[src/rtl/scan_digit_decoder.sv]
// scan_digit_decoder: active-low digit-select driver for a multiplexed
// common-anode 7-segment bank. In scan mode it steps through the enabled
// digits on its own, blanking the first DEAD cycles of every slot so the
// previous digit's segment data cannot ghost onto the next one. In static
// mode it decodes sel_in with one cycle of registered latency.
module scan_digit_decoder #(
    parameter int DIGITS = 8,
    parameter int DIV    = 50000,
    parameter int DEAD   = 4,
    parameter int IDX_W  = (DIGITS > 2) ? $clog2(DIGITS) : 1,
    parameter int CNT_W  = $clog2(DIV)
) (
    input  logic              clk,
    input  logic              rst,
    input  logic              scan_en,
    input  logic [IDX_W-1:0]  sel_in,
    input  logic [DIGITS-1:0] digit_mask,
    output logic [DIGITS-1:0] out,
    output logic [IDX_W-1:0]  idx,
    output logic              slot_tick
);

    localparam logic [CNT_W-1:0] CNT_LAST = CNT_W'(DIV - 1);
    localparam logic [IDX_W:0]   DIGITS_L = (IDX_W + 1)'(DIGITS);

    logic [CNT_W-1:0] cnt;
    logic             mode_r;
    logic             valid;
    logic             in_range;
    logic             in_dead;
    logic [IDX_W-1:0] nxt_idx;

    // Next enabled digit after cur, wrapping; an out-of-range cur restarts
    // the search at digit 0. With no digit enabled the search start itself
    // is returned, so the index keeps rotating while the bank stays dark.
    function automatic logic [IDX_W-1:0] next_idx(input logic [IDX_W-1:0] cur,
                                                   input logic [DIGITS-1:0] m);
        int               s;
        int               j;
        logic [IDX_W-1:0] jj;
        logic [IDX_W-1:0] r;
        if (int'(cur) >= DIGITS - 1) begin
            s = 0;
        end else begin
            s = int'(cur) + 1;
        end
        r = IDX_W'(s);
        // Walk from the far end back to s so the closest enabled digit wins.
        for (int k = DIGITS - 1; k >= 0; k--) begin
            j = s + k;
            if (j >= DIGITS) begin
                j = j - DIGITS;
            end
            jj = IDX_W'(j);
            if (m[jj]) begin
                r = jj;
            end
        end
        return r;
    endfunction

    assign in_range = ({1'b0, idx} < DIGITS_L);
    assign nxt_idx  = next_idx(idx, digit_mask);

    // Dead-time window covers slot cycles 0..DEAD-1; none at all when DEAD=0.
    generate
        if (DEAD == 0) begin : g_no_dead
            assign in_dead = 1'b0;
        end else begin : g_dead
            assign in_dead = (cnt < CNT_W'(DEAD));
        end
    endgenerate

    // Slot counter, selected index, mode pipeline and slot pulse.
    always_ff @(posedge clk) begin
        if (rst) begin
            cnt       <= '0;
            idx       <= '0;
            mode_r    <= 1'b0;
            valid     <= 1'b0;
            slot_tick <= 1'b0;
        end else begin
            valid  <= 1'b1;
            mode_r <= scan_en;
            if (!scan_en) begin
                idx       <= sel_in;
                cnt       <= '0;
                slot_tick <= 1'b0;
            end else if (cnt == CNT_LAST) begin
                cnt       <= '0;
                slot_tick <= 1'b1;
                idx       <= nxt_idx;
            end else begin
                cnt       <= cnt + CNT_W'(1);
                slot_tick <= 1'b0;
            end
        end
    end

    // Active-low one-hot decode; the mask acts immediately, not at the slot edge.
    always_comb begin
        out = '1;
        if (valid && in_range && digit_mask[idx] && !(mode_r && in_dead)) begin
            out = ~(DIGITS'(1) << idx);
        end
    end

endmodule
[config.mk]
export PLATFORM = sky130hd
export DESIGN_NAME = scan_digit_decoder
export DESIGN_NICKNAME = d
export VERILOG_FILES = /design/src/rtl/scan_digit_decoder.sv
export SDC_FILE = /design/constraint.sdc
export NUM_CORES = 1
export LEC_CHECK = 0
export ABC_AREA = 1
export CAP_MARGIN = 20
export CORE_MARGIN = 5
export CORE_UTILIZATION = 45
export DETAILED_ROUTE_END_ITERATION = 16
export PLACE_DENSITY = 0.77
export SLEW_MARGIN = 15
export SYNTH_ARGS = -nofsm -noshare
export SYNTH_HDL_FRONTEND = slang
export SYNTH_SLANG_ARGS = --single-unit
[constraint.sdc]
create_clock -name clk -period 3.51 [get_ports clk]
set_input_delay 0.702 -clock clk [delete_from_list [all_inputs] [get_ports clk]]
set_output_delay 0.702 -clock clk [all_outputs]
set_load 0.05 [all_outputs]
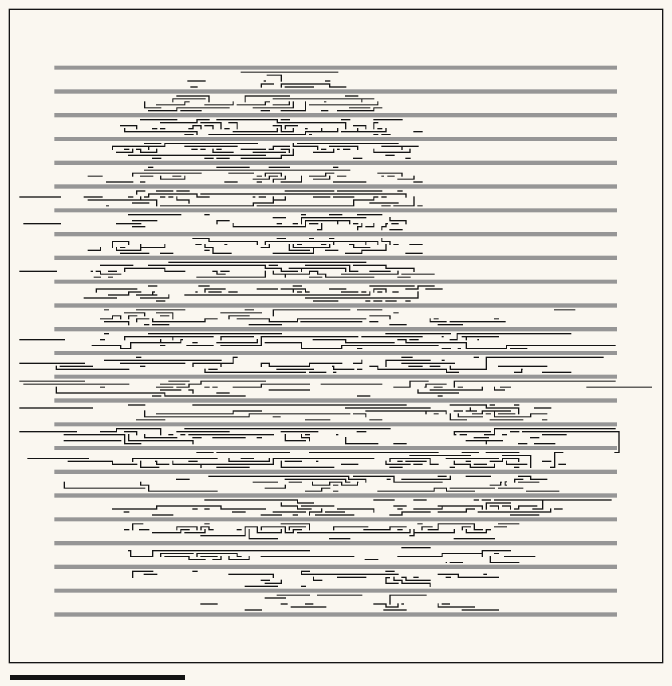
**Above:** signal wires on met1.
The bar under the picture is 20 um long. Supply wires on this layer in grey.
longest straight run = 24.4 um
nets with wire on the layer = 322
share of all routed wire = 53%
main direction = horizontal
wire length on this layer = 2360 um

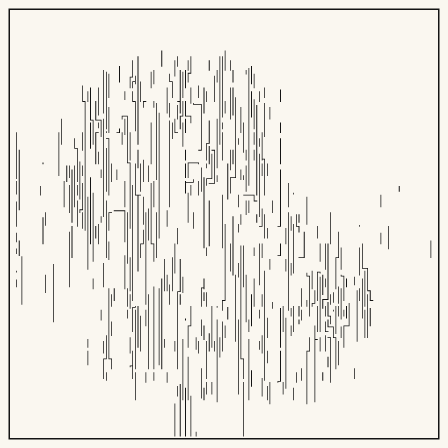
**Above:** met2 routing.
wire length on this layer = 1930 um
longest straight run = 22.4 um
nets with wire on the layer = 284
main direction = vertical

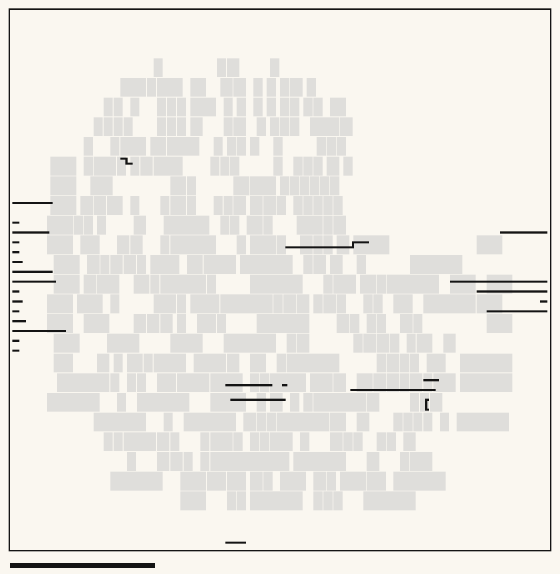
**Above:** signal wires on met3.
The bar under the picture is 20 um long.
nets with wire on the layer = 26
longest straight run = 13.1 um
main direction = horizontal

==> flow_summary.yaml <==
# generated from flow reports
synth:
  ys_warn_count: 0
  synth-edff-count: 0
  synth-xor-area-share_pct: 1.40
  synth_flop_count: 22
  ys.flop_type: "dfxtp_1"
  synth_area_sq_um: 1880
  synth.top_cell.area_share_pct: 23.5
  ys_sh_adder_pct: 6.00
cts:
  cts_resized: 0
  clk_latency_ns: 0.27
  htreeDepth: 1
  hold_buffers: 0
  root_buffer: "clkbuf_8"
  clkTransAtPathRegs_ns: 0.07
floorplan:
  core_sq_um: 4030
  nWellTaps: 50
  dieArea_sq_um: 5570
setup_path:
  critPathCapture: "out[2]"
  r2r_end: "idx[0]"
  slowest_delay_ns: 0.71
  crit_type: "input pin to output pin"
  critPathRequiredTime_ns: 2.81
final_timing:
  rsz0062_at_grt: "false"
  setup-tns-final_ns: 0
  clock.fmax_mhz: 305
  whs_ns: 0.455
  tightest_slew_ns: 0.562
run_status:
  outcome: "complete, no violations"
finish:
  buf_share_pct: 12.0
  largest_register_ffs: 16
  lay_top_count: "nand2_1"
grt:
  grt_max_degree: 17
  busiest_layer: "met2"
  grt_pass1_vias: 1752
placed_design:
  dpl-instance-area_sq_um: 2180
  post-place-cells: 371
route:
  wl_met2_um: 1930
  wl_met1_um: 2360
power:
  p_per_area_nw_per_um2: 338
No activity file was given, so power comes from the tool's default toggle rates.
